==> config.mk <==
export PLATFORM = sky130hd
export DESIGN_NAME = hazard_ctrl_v2
export DESIGN_NICKNAME = d
export VERILOG_FILES = /design/src/rtl/hazard_ctrl_v2.sv
export SDC_FILE = /design/constraint.sdc
export NUM_CORES = 1
export LEC_CHECK = 0
export ABC_CLOCK_PERIOD_IN_PS = 4100
export CAP_MARGIN = 20
export CORE_UTILIZATION = 39
export DETAILED_ROUTE_END_ITERATION = 10
export HOLD_SLACK_MARGIN = 0.03
export PLACE_DENSITY = 0.7
export SLEW_MARGIN = 10
export SYNTH_ARGS = -nofsm -noshare
export SYNTH_HDL_FRONTEND = slang
export SYNTH_SLANG_ARGS = --single-unit
==> constraint.sdc <==
create_clock -name i_Clk -period 4.1 [get_ports i_Clk]
set_input_delay 0.82 -clock i_Clk [delete_from_list [all_inputs] [get_ports i_Clk]]
set_output_delay 0.82 -clock i_Clk [all_outputs]
set_load 0.05 [all_outputs]
==> src/rtl/hazard_ctrl_v2.sv <==
// hazard_ctrl_v2: pipeline hazard controller for the IF/ID/EX/MA/WB pipeline.
// Combines EX operand forwarding, the load-use interlock, I/D-cache miss freeze
// and branch-redirect flush. It adds a stall FSM, a redirect held across
// D-miss freezes, a miss watchdog and saturating stall/redirect counters.
// Stall/flush outputs follow the state the controller is entering in the
// current cycle, so a transition cycle already shows the new behaviour.
module hazard_ctrl_v2 #(
  parameter int REG_AW   = 5,
  parameter int LOAD_LAT = 1,
  parameter int MISS_TO  = 255,
  parameter int CNT_W    = 16
) (
  input  logic              i_Clk,
  input  logic              i_Rst_n,
  input  logic              i_IDEX_Need_Rs1,
  input  logic              i_IDEX_Need_Rs2,
  input  logic [REG_AW-1:0] i_IDEX_Rs1,
  input  logic [REG_AW-1:0] i_IDEX_Rs2,
  input  logic              i_EXMA_R_WE,
  input  logic              i_EXMA_Read_MEM,
  input  logic [REG_AW-1:0] i_EXMA_Rdst,
  input  logic              i_MAWB_R_WE,
  input  logic [REG_AW-1:0] i_MAWB_Rdst,
  input  logic              i_Redirect,
  input  logic              i_DCache_Miss,
  input  logic              i_ICache_Miss,
  input  logic              i_Cnt_Clr,
  output logic [1:0]        o_OP1_ExS,
  output logic [1:0]        o_OP2_ExS,
  output logic              o_PC_Stall,
  output logic              o_IFID_Stall,
  output logic              o_IDEX_Stall,
  output logic              o_EXMA_Stall,
  output logic              o_IFID_Flush,
  output logic              o_IDEX_Flush,
  output logic              o_EXMA_Flush,
  output logic              o_MAWB_Flush,
  output logic              o_Miss_Timeout,
  output logic [CNT_W-1:0]  o_Stall_Cnt,
  output logic [CNT_W-1:0]  o_Redirect_Cnt
);

  localparam int              WD_W    = $clog2(MISS_TO + 1);
  localparam logic [2:0]      LU_INIT = 3'(LOAD_LAT - 1);
  localparam logic [WD_W-1:0] WD_LAST = WD_W'(MISS_TO - 1);

  typedef enum logic [1:0] {ST_RUN, ST_LDUSE, ST_DMISS} state_t;

  state_t          state, state_nxt;
  logic [2:0]      lu_cnt, lu_cnt_nxt;
  logic            redir_pend;
  logic [WD_W-1:0] wd_cnt;
  logic            mode_dmiss, mode_ldu, accept_redir;
  logic            pc_stall;
  logic            fwd1_exma, fwd1_mawb, fwd2_exma, fwd2_mawb;
  logic            lu;

  assign fwd1_exma = i_IDEX_Need_Rs1 & i_EXMA_R_WE & ~i_EXMA_Read_MEM &
                     (i_EXMA_Rdst == i_IDEX_Rs1) & (i_IDEX_Rs1 != '0);
  assign fwd1_mawb = i_IDEX_Need_Rs1 & i_MAWB_R_WE &
                     (i_MAWB_Rdst == i_IDEX_Rs1) & (i_IDEX_Rs1 != '0);
  assign fwd2_exma = i_IDEX_Need_Rs2 & i_EXMA_R_WE & ~i_EXMA_Read_MEM &
                     (i_EXMA_Rdst == i_IDEX_Rs2) & (i_IDEX_Rs2 != '0);
  assign fwd2_mawb = i_IDEX_Need_Rs2 & i_MAWB_R_WE &
                     (i_MAWB_Rdst == i_IDEX_Rs2) & (i_IDEX_Rs2 != '0);

  assign lu = i_EXMA_Read_MEM & i_EXMA_R_WE & (i_EXMA_Rdst != '0) &
              ((i_IDEX_Need_Rs1 & (i_IDEX_Rs1 == i_EXMA_Rdst)) |
               (i_IDEX_Need_Rs2 & (i_IDEX_Rs2 == i_EXMA_Rdst)));

  // Decide this cycle's mode and next state: D-miss first, then an unfinished interlock, then redirect (live or replayed), then load-use.
  always_comb begin
    state_nxt    = ST_RUN;
    lu_cnt_nxt   = lu_cnt;
    mode_dmiss   = 1'b0;
    mode_ldu     = 1'b0;
    accept_redir = 1'b0;
    if (i_DCache_Miss) begin
      mode_dmiss = 1'b1;
      state_nxt  = ST_DMISS;
    end else if ((state == ST_LDUSE) && !i_Redirect && (lu_cnt != 3'd0)) begin
      mode_ldu   = 1'b1;
      state_nxt  = ST_LDUSE;
      lu_cnt_nxt = lu_cnt - 3'd1;
    end else if (i_Redirect || redir_pend) begin
      accept_redir = 1'b1;
      state_nxt    = ST_RUN;
    end else if (lu) begin
      mode_ldu   = 1'b1;
      state_nxt  = ST_LDUSE;
      lu_cnt_nxt = LU_INIT;
    end
  end

  assign pc_stall = mode_dmiss | mode_ldu | i_ICache_Miss;

  // Drive stall/flush pins and operand selects; everything is held idle while reset is asserted.
  always_comb begin
    o_OP1_ExS    = 2'b00;
    o_OP2_ExS    = 2'b00;
    o_PC_Stall   = 1'b0;
    o_IFID_Stall = 1'b0;
    o_IDEX_Stall = 1'b0;
    o_EXMA_Stall = 1'b0;
    o_IFID_Flush = 1'b0;
    o_IDEX_Flush = 1'b0;
    o_EXMA_Flush = 1'b0;
    o_MAWB_Flush = 1'b0;
    if (i_Rst_n) begin
      if (fwd1_exma)      o_OP1_ExS = 2'b01;
      else if (fwd1_mawb) o_OP1_ExS = 2'b10;
      if (fwd2_exma)      o_OP2_ExS = 2'b01;
      else if (fwd2_mawb) o_OP2_ExS = 2'b10;
      o_PC_Stall   = pc_stall;
      o_IFID_Stall = mode_dmiss | mode_ldu;
      o_IDEX_Stall = mode_dmiss | mode_ldu;
      o_EXMA_Stall = mode_dmiss;
      o_IFID_Flush = accept_redir | (~mode_dmiss & i_ICache_Miss);
      o_IDEX_Flush = accept_redir;
      o_EXMA_Flush = mode_ldu;
      o_MAWB_Flush = mode_dmiss;
    end
  end

  // Register FSM state, interlock count, pending redirect, watchdog and saturating counters.
  always_ff @(posedge i_Clk or negedge i_Rst_n) begin
    if (!i_Rst_n) begin
      state          <= ST_RUN;
      lu_cnt         <= 3'd0;
      redir_pend     <= 1'b0;
      wd_cnt         <= '0;
      o_Miss_Timeout <= 1'b0;
      o_Stall_Cnt    <= '0;
      o_Redirect_Cnt <= '0;
    end else begin
      state  <= state_nxt;
      lu_cnt <= lu_cnt_nxt;
      if (mode_dmiss)        redir_pend <= redir_pend | i_Redirect;
      else if (accept_redir) redir_pend <= 1'b0;
      if (i_Cnt_Clr) begin
        wd_cnt         <= '0;
        o_Miss_Timeout <= 1'b0;
      end else if (mode_dmiss) begin
        if (wd_cnt == WD_LAST) o_Miss_Timeout <= 1'b1;
        else                   wd_cnt <= wd_cnt + 1'b1;
      end else begin
        wd_cnt <= '0;
      end
      if (i_Cnt_Clr)                             o_Stall_Cnt <= '0;
      else if (pc_stall && (o_Stall_Cnt != '1))  o_Stall_Cnt <= o_Stall_Cnt + 1'b1;
      if (i_Cnt_Clr)                                     o_Redirect_Cnt <= '0;
      else if (accept_redir && (o_Redirect_Cnt != '1))   o_Redirect_Cnt <= o_Redirect_Cnt + 1'b1;
    end
  end

endmodule

==> images/layer_met4.png <==
Supply wires on this layer in grey.
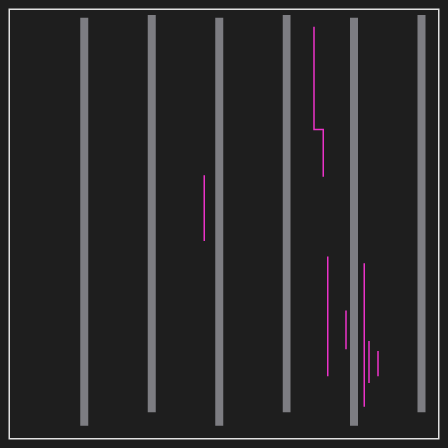
The wires run mostly vertical. 7 nets have wire on it.
Routed WL: 6.616 mm
DR vias: 2462

==> images/clocks.png <==
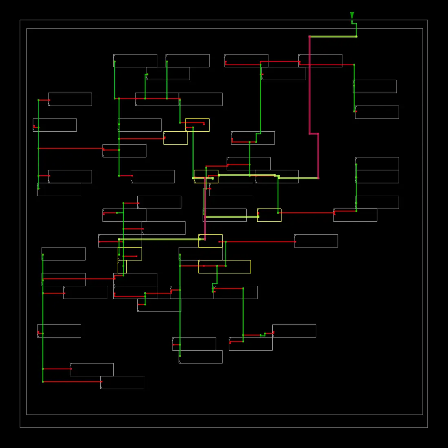
registers: 47
clock-net power: 0.350 mW
Clock Latency Late Sink: 300 ps
clock buffers: 6
CTS Buf Count: 5

==> images/flops_by_reg.png <==
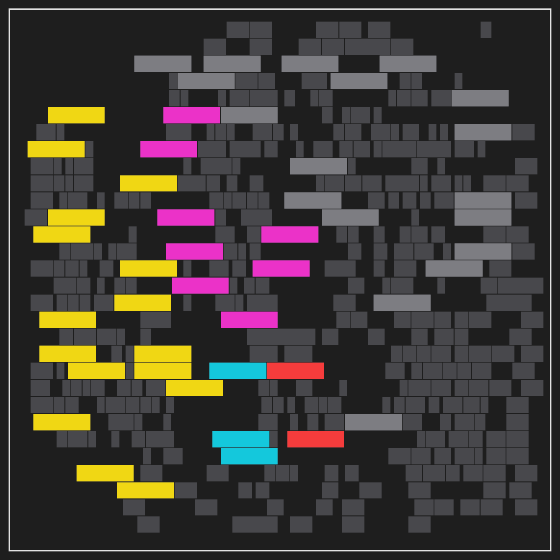
Key: `o_Redirect_Cnt` = yellow [sequential cells 16]; `state` = red [sequential cells 2]; `lu_cnt` = cyan [sequential cells 3]; `wd_cnt` = magenta [sequential cells 8]
Another 18 sequential cells are not coloured.
fin util: 55.04%
Reg area: 1176 um2
Seq/total area: 31.28%
Seq. pwr: 0.480 mW

==> results.json <==
{
  "vias_per_cell": 5.161,
  "placed_cell_area_um2": 3642,
  "irDropWorstVdd_uv": 194.9,
  "area_leaders": "dfrtp_1, xnor2_1, nor2_1",
  "area_delta_synth_final_pct": 36.22,
  "die_w_um": 86.13,
  "warnings": 28,
  "relSlewSlack_pct": 62.29,
  "nets": 417,
  "antenna_cells": 0,
  "fp_nets": 340,
  "reg2reg_from": "lu_cnt[0]$_DFFE_PN0P_",
  "cts_root_buf": "clkbuf_8",
  "clk_path_buf_depth": 2,
  "p_leak_nw": 1.451,
  "cp-start-kind": "primary input",
  "period_used_pct": 94.70,
  "num_io_pins": 76,
  "max_slew.worst_pin.slew_ps": 563.1,
  "layout.cells.non_filler": 477,
  "post-route-min-period_ps": 3882,
  "grt_first_pass_wirelength_mm": 10.98,
  "critPathRequiredTime_ps": 3280,
  "drtAntennaViolNets": 0,
  "status": "completed",
  "htree_levels": 2,
  "arrival_ps": 3060,
  "slew_viol_final": 0,
  "rsz0062_at_grt": "false",
  "port_buffers": 75,
  "rrSetupSlack_ps": 1430,
  "grt_use_total_pct": 18.47,
  "min_to": "redir_pend$_DFFE_PN0P_",
  "antenna_found_initial": 0,
  "grt_max_degree": 36,
  "synth_top_cell_by_area": "dfrtp_1",
  "die_h_um": 86.13,
  "postCtsResizedCells": 0,
  "cts_num_sinks": 47,
  "std_cell_rows": 30,
  "dp_cells": 469,
  "ys.flops": 47,
  "postCtsSetupBuffers": 0,
  "setup_violations": 0,
  "crit_type": "in2out",
  "ys_seq_share_pct": 42.61,
  "r2r_end": "o_Redirect_Cnt[9]$_DFFE_PN0P_",
  "core_um2": 6832,
  "clkTransAtPathRegs_ps": 80,
  "synth_top_area_share_pct": 42.61,
  "netlist_area_um2": 2760,
  "synth_cells": 303,
  "finalHoldViolCount": 0,
  "hp-class": "reg2reg",
  "reg2reg_depth": 8,
  "die_area_um2": 7418
}
==> images/clk_routes.png <==
Bar = 20 um.
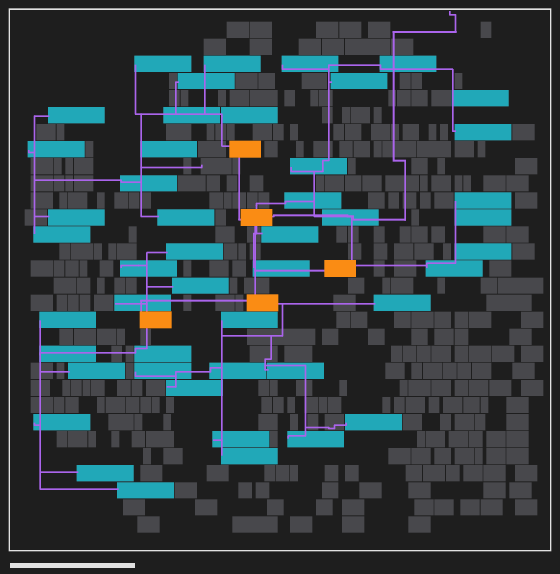
Key: clock wires = purple [length 596 um]; clock drivers = orange [count 5]; flip-flops = cyan [count 47]
There are 6 routed clock nets. Position of the flops: spread over the die.
clock share of power: 35.0%
worst clock skew: 9.770 ps

==> images/sizes.png <==
Bar = 20 um.
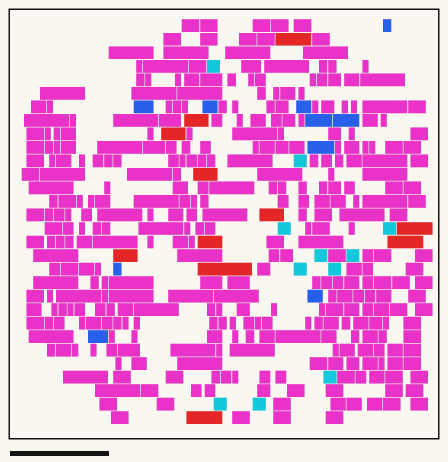
Key: _3 and _4 cells = cyan [cells 11, share 2.9%, most used buf_4]; _0 and _1 cells = magenta [cells 349, share 92%, most used clkdlybuf4s50_1]; _2 cells = blue [cells 10, share 2.6%, most used a2111oi_2]; _6 and larger = red [cells 11, share 2.9%, most used clkbuf_8]
post-route cell area: 3760 um2
Non-Clock Buffer Count: 81

## sequential cells by signal, summed over array words and instances (netlist names)
register,flops
redir_pend,1
o_Miss_Timeout,1
lu_cnt,3
o_Redirect_Cnt,16
wd_cnt,8
state,2
o_Stall_Cnt,16
## logic make-up after synthesis
group	after synthesis	synth area share (%)
compound gates	48	12.10
xor+xnor	43	13.64
fa+ha+maj	6	2.720
buf+inv	25	3.944
flops	47	42.61
mux	4	1.541
simple gates	130	23.44
## layer usage
layer / track usage, % / share of wire [%] / wire length, um
met1: 24.47 / 46 / 3057
met5: 0 / 0 / 0
met4: 6.061 / 1.8 / 117
met3: 2.984 / 6.0 / 395
met2: 30.81 / 46 / 3045
## critical path, stage by stage
cell and delay (ps):
clkdlybuf4s50_1 480, xor2_1 200, nor4_1 290, nand3_1 170, a221o_1 440, a21boi_0 450, buf_12 210
## cells in the final DEF (no fill, tap or decap), types with 2 or more instances in the layout
cell type         n
or3_1            11
o21ai_0          13
a211oi_1          5
buf_4            11
nand4_1          12
nor3_1            6
nand2_1          14
and2_1            5
mux2i_1           2
nor2_1           45
ha_1              6
nor4_1            4
and4_1            2
and3_1            3
a2111oi_2         3
nand2b_1          3
buf_12            4
xnor2_1          30
clkdlybuf4s50_1  65
nor2b_1           5
a21o_1            2
xor2_1           13
dfrtp_1          47
inv_1            14
or4_1             2
clkbuf_8          6
a21oi_1          12
nand3_1          17
## cell type report
type | instances | area, um2
Clock buffer | 6 | 82.58
Clock inverter | 2 | 35.03
Fill cell | 640 | 3072
Inverter | 14 | 52.55
Multi-Input combinational cell | 231 | 1475
Sequential cell | 47 | 1176
Tap cell | 96 | 120.1
Timing Repair Buffer | 81 | 818.3
## synthesized netlist by cell type
cell type	instances
dfrtp_1	47
nor2_1	45
xnor2_1	30
nand3_1	17
inv_1	14
nand2_1	14
o21ai_0	13
xor2_1	13
a21oi_1	12
nand4_1	12
or3_1	11
clkbuf_1	8
ha_1	6
nor3_1	6
a211oi_1	5
and2_1	5
nor2b_1	5
nor4_1	4
a2111oi_2	3
and3_1	3
nand2b_1	3
a21boi_0	2
a21o_1	2
and4_1	2
buf_4	2
mux2i_1	2
or4_1	2
a2111oi_1	1
a211o_1	1
a21boi_2	1
a21oi_2	1
a221o_1	1
a311oi_1	1
a31o_2	1
a31oi_1	1
and2b_2	1
buf_6	1
mux2_1	1
mux2_2	1
o211ai_1	1
o21a_1	1
o32ai_1	1
## per-stage QoR
| stage | hold WS [ps] | power [mW] | worst slack [ps] |
|---|---|---|---|
| final | 531.0 | 0.9992 | 217.5 |
| after global routing | 575.3 | 1.043 | 72.87 |
| after global placement | 503.4 | 0.6559 | 229.2 |
| after detailed placement | 523.6 | 0.6592 | 226.0 |
| after floorplan | 476.0 | 0.5744 | 215.2 |
| after CTS | 543.3 | 1.015 | 211.7 |
## where the power goes
group	switching [mW]	total, mW	internal, mW
clock network	0.152	0.350	0.197
registers	0.00782	0.480	0.472
logic	0.0966	0.169	0.0728
total	0.257	0.999	0.742
Power and IR drop assume default switching activity.
